[src/rtl/sound_pkg.sv]
// Shared types and clip tables for the sound scheduler and related audio arbiters.
package sound_pkg;

    typedef enum logic [1:0] {
        ST_IDLE  = 2'd0,
        ST_START = 2'd1,
        ST_PLAY  = 2'd2,
        ST_GAP   = 2'd3
    } state_t;

    localparam int MAX_REQ   = 8;
    localparam int CLIP_ID_W = 3;

    localparam logic [CLIP_ID_W-1:0] CLIP_GAME_OVER = 3'd5;

    // Index 0 is the highest-priority requester; tables list index MAX_REQ-1 first.
    localparam logic [MAX_REQ-1:0][CLIP_ID_W-1:0] CLIP_ID = {
        3'd1, 3'd7, 3'd4, 3'd0, 3'd6, 3'd3, 3'd2, CLIP_GAME_OVER
    };

    // Stored as repetitions-1, so 2'd3 means four plays.
    localparam logic [MAX_REQ-1:0][1:0] CLIP_REPS = {
        2'd0, 2'd2, 2'd1, 2'd0, 2'd3, 2'd2, 2'd1, 2'd0
    };

endpackage

[src/rtl/sound_scheduler_prio_pick.sv]
// Lowest-index-wins one-hot selector with a valid flag; purely combinational.
module prio_pick #(
    parameter int N = 4
) (
    input  logic [N-1:0] i_req,
    output logic [N-1:0] o_grant,
    output logic         o_valid
);

    // x & -x isolates the lowest set bit.
    assign o_grant = i_req & (~i_req + N'(1));
    assign o_valid = |i_req;

endmodule

[src/rtl/sound_scheduler.sv]
// Arbitrates one clip player between event requesters: latch, grant by priority,
// play the clip a per-clip number of times with a silent gap, abort on mute or watchdog.
module sound_scheduler
    import sound_pkg::*;
#(
    parameter int N_REQ      = 4,
    parameter int ID_W       = 3,
    parameter int GAP_CYCLES = 1000,
    parameter int TIMEOUT    = 0
) (
    input  logic             CLK,
    input  logic             rst_n,
    input  logic [N_REQ-1:0] req,
    input  logic             flush,
    input  logic             mute,
    output logic             play_start,
    output logic             play_stop,
    output logic [ID_W-1:0]  play_id,
    input  logic             play_done,
    output logic             busy,
    output logic [N_REQ-1:0] active_req,
    output logic [1:0]       rep_cnt
);

    localparam int GAP_W = $clog2(GAP_CYCLES + 1);
    localparam int WD_W  = (TIMEOUT > 0) ? $clog2(TIMEOUT + 1) : 1;

    state_t             r_state;
    logic [N_REQ-1:0]   r_pending;
    logic [N_REQ-1:0]   r_active;
    logic [ID_W-1:0]    r_play_id;
    logic [1:0]         r_reps_m1;
    logic [1:0]         r_rep_cnt;
    logic               r_play_start;
    logic               r_play_stop;
    logic [GAP_W-1:0]   r_gap;
    logic [WD_W-1:0]    r_wd;

    logic [N_REQ-1:0]   w_pick;
    logic               w_pick_valid;
    logic [ID_W-1:0]    w_pick_id;
    logic [1:0]         w_pick_reps;
    logic               w_grant_go;
    logic               w_abort;
    logic               w_timeout;
    logic               w_done;
    logic               w_final;
    logic [N_REQ-1:0]   w_keep;
    logic [N_REQ-1:0]   w_pend_next;

    prio_pick #(.N(N_REQ)) u_pick (
        .i_req   (r_pending),
        .o_grant (w_pick),
        .o_valid (w_pick_valid)
    );

    always_comb begin
        w_pick_id   = '0;
        w_pick_reps = '0;
        for (int i = 0; i < N_REQ; i++) begin
            if (w_pick[i]) begin
                w_pick_id   = ID_W'(CLIP_ID[i]);
                w_pick_reps = CLIP_REPS[i];
            end
        end
    end

    assign w_grant_go = (r_state == ST_IDLE) && w_pick_valid && !mute;
    assign w_abort    = mute && (r_state != ST_IDLE);
    assign w_timeout  = (TIMEOUT != 0) && (r_state == ST_PLAY) && (r_wd == WD_W'(TIMEOUT - 1));
    assign w_done     = (r_state == ST_PLAY) && !mute && (play_done || w_timeout);
    assign w_final    = w_done && (r_rep_cnt == r_reps_m1);

    // The grant being latched this cycle is protected from flush just like the current one.
    assign w_keep      = w_grant_go ? w_pick : r_active;
    assign w_pend_next = mute ? '0 :
        (((r_pending & ~(w_final ? r_active : '0)) | req) & ~(flush ? ~w_keep : '0));

    always_ff @(posedge CLK or negedge rst_n) begin
        if (!rst_n) begin
            r_state      <= ST_IDLE;
            r_pending    <= '0;
            r_active     <= '0;
            r_play_id    <= '0;
            r_reps_m1    <= '0;
            r_rep_cnt    <= '0;
            r_play_start <= 1'b0;
            r_play_stop  <= 1'b0;
            r_gap        <= '0;
            r_wd         <= '0;
        end else begin
            r_pending    <= w_pend_next;
            r_play_start <= 1'b0;
            r_play_stop  <= 1'b0;
            // Counts cycles since play_start; the start transitions below reload it.
            if ((TIMEOUT != 0) && ((r_state == ST_START) || (r_state == ST_PLAY))) begin
                r_wd <= r_wd + 1'b1;
            end
            if (w_abort) begin
                r_play_stop <= 1'b1;
                r_active    <= '0;
                r_state     <= ST_IDLE;
            end else begin
                case (r_state)
                    ST_IDLE: begin
                        if (w_grant_go) begin
                            r_active     <= w_pick;
                            r_play_id    <= w_pick_id;
                            r_reps_m1    <= w_pick_reps;
                            r_rep_cnt    <= '0;
                            r_play_start <= 1'b1;
                            r_wd         <= '0;
                            r_state      <= ST_START;
                        end
                    end
                    ST_START: r_state <= ST_PLAY;
                    ST_PLAY: begin
                        if (w_done) begin
                            if (r_rep_cnt != 2'd3) begin
                                r_rep_cnt <= r_rep_cnt + 2'd1;
                            end
                            r_play_stop <= w_timeout && !play_done;
                            if (w_final) begin
                                r_active <= '0;
                                r_state  <= ST_IDLE;
                            end else begin
                                r_gap   <= GAP_W'(GAP_CYCLES - 1);
                                r_state <= ST_GAP;
                            end
                        end
                    end
                    ST_GAP: begin
                        if (r_gap == '0) begin
                            r_play_start <= 1'b1;
                            r_wd         <= '0;
                            r_state      <= ST_START;
                        end else begin
                            r_gap <= r_gap - 1'b1;
                        end
                    end
                    default: r_state <= ST_IDLE;
                endcase
            end
        end
    end

    assign play_start = r_play_start;
    assign play_stop  = r_play_stop;
    assign play_id    = r_play_id;
    assign busy       = (r_state != ST_IDLE);
    assign active_req = r_active;
    assign rep_cnt    = r_rep_cnt;

endmodule

[config.mk]
export PLATFORM = sky130hd
export DESIGN_NAME = sound_scheduler
export DESIGN_NICKNAME = d
export VERILOG_FILES = /design/src/rtl/sound_pkg.sv /design/src/rtl/sound_scheduler_prio_pick.sv /design/src/rtl/sound_scheduler.sv
export SDC_FILE = /design/constraint.sdc
export NUM_CORES = 1
export LEC_CHECK = 0
export CAP_MARGIN = 10
export CORE_ASPECT_RATIO = 2
export CORE_MARGIN = 2
export CORE_UTILIZATION = 55
export CTS_BUF_LIST = sky130_fd_sc_hd__clkbuf_2
export DETAILED_ROUTE_END_ITERATION = 7
export PLACE_DENSITY = 0.79
export SYNTH_ARGS = -nofsm -noshare
export SYNTH_HDL_FRONTEND = slang
export SYNTH_SLANG_ARGS = --single-unit
[constraint.sdc]
create_clock -name CLK -period 2.45 [get_ports CLK]
set_clock_uncertainty 0.2 [all_clocks]
set_input_delay 0.3675 -clock CLK [delete_from_list [all_inputs] [get_ports CLK]]
set_output_delay 0.3675 -clock CLK [all_outputs]
set_load 0.02 [all_outputs]
### Routed clock nets over the placement

Bar = 10 µm.
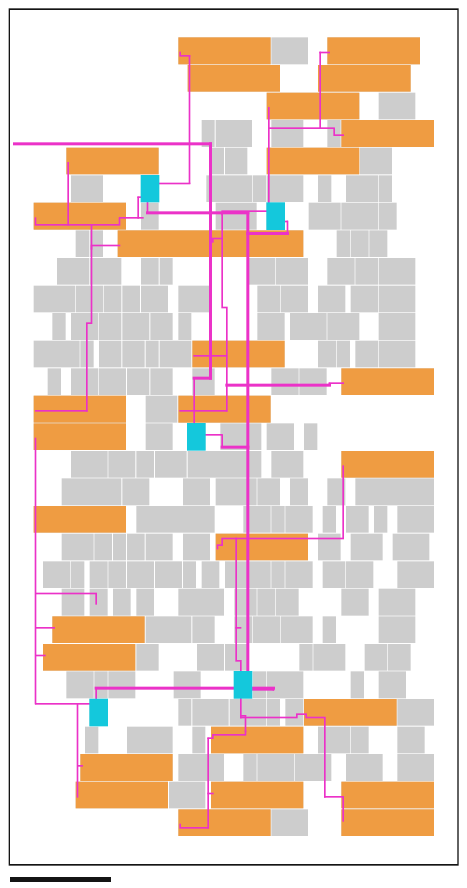
[clock drivers] cyan | count: 5
[flip-flops] orange | count: 29
[clock wires] magenta | length: 416 µm
routed clock nets	6
clock network power: 247 µW
Insertion Delay late pin: 0.38 ns

### Wiring by layer

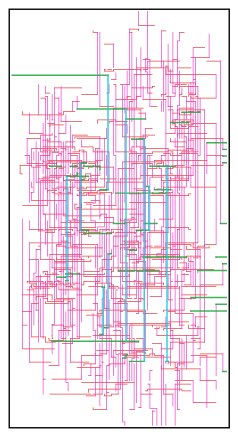
layer	color	wire length
metal 2	magenta	2680 µm
metal 4	cyan	222 µm
metal 1	red	1540 µm
metal 3	green	173 µm
detailed-route via count: 1597
routed wire length per instance: 19.07 µm

### Placement view

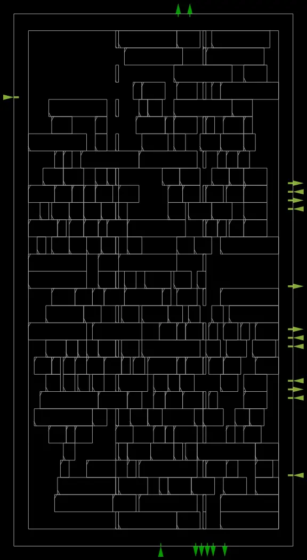
Post-Route Utilization: 66.80%
total of fill cells in the finished design: 245
count of placed standard cells in the final layout, fillers left out: 242
sequential portion of the cell area: 34.81%

### Placement by cell class

Fill, decap, tap and diode cells in gray.
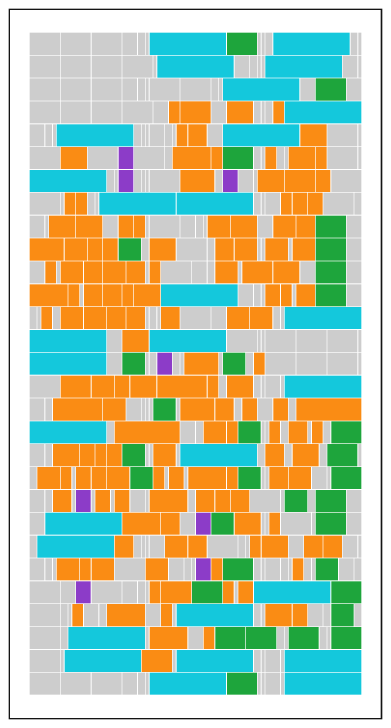
class	color	cells	share of their area
combinational and other logic	orange	142	48%
other buffers and delay cells	green	32	14%
flops	cyan	29	35%
clock drivers and dummy loads	purple	8	2.0%
Design Area, Final: 0.002085 mm²
row count: 29

-- final timing paths --
path	to	slack (ns)	depth (start not counted)
max	busy	0.11	4
min	r_pending[0]	0.14	2
max reg2reg	active_req[1]	0.19	7
min reg2reg	play_id[0]	0.32	2
max in group asynchronous	r_gap[0]	1.60	2
min in group CLK	play_id[0]	0.32	2
-- per-layer routing --
layer,vias to the layer above,wire (µm),global-route usage [%]
met2,68,2683,51.74
met5,-,0,0
met1,774,1537,26.05
li1,733,-,-
met3,22,172,5.376
met4,0,222,18.18
-- flip-flops by register name (all words and copies together), names as in the netlist --
name / count
active_req: 4
play_id: 3
play_start: 1
play_stop: 1
r_gap: 10
r_pending: 4
r_reps_m1: 2
r_state: 2
rep_cnt: 2
==> run notes <==
Status on the layout run. Simple-gate portion of the synthesized area landed at approximately 18%. For this block, the initial DRC count from the detailed router was 59. Total global-route track usage over all layers is 28.20%. The run finished with clean final reports.

Per the TritonCTS log, the buffer count is 5. Once the clock tree was built, the setup fixing pass inserted 0 buffers. Per report_power, the clock group accounts for 12.7% of the total. Post-synth the commonest register cell is sky130_fd_sc_hd__dfrtp_1. Mapped cell area landed at 0.001772 mm². Per the CTS log, the buffer count on the longest clock path is 2. The netlist uses 52 different library cells. Based on the critical path, the design can be clocked at up to 427.3 MHz. Total of max-cap violations landed at 0. Register bit count reported by yosys landed at 29. Per the run report, area growth between synthesis and finish was 17.66%.

STA classifies the critical path startpoint as a flop. Worst-case headroom to the max-slew limit landed at between 50 and 60%. Across all stage logs, warnings added up to 29. When the netlist entered floorplanning its net count stood at 197. Effective utilization at floorplan landed at 56.78%. Number of iterations in the first detailed-routing pass landed at 4. The critical path is of the reg2out type. Minimum period implied by the final worst setup slack landed at between 2 and 2.5 ns. The timing report attributes the biggest portion of critical-path delay to buffers and inverters.

Summed over all failing endpoints, the final setup total negative slack is 0 ns. Sequential logic power landed at ~740 µW. Non-clock inverter total of the final layout landed at 14. Number of cells in the yosys synthesis report landed at ~180. The area taken by multi-input combinational cells is reported as about 940 µm².

In this run, power in combinational logic comes to 953 µW. In the final report, the number of endpoints failing setup comes to 0. Core area landed at 0.003120 mm². The transition time recorded at the tightest slew-check pin is between 0.6 and 0.7 ns. Synthesized-area fraction occupied by adder cells landed at 4.237%.
Power figures rest on the tool's default switching activity, not on a simulated workload.
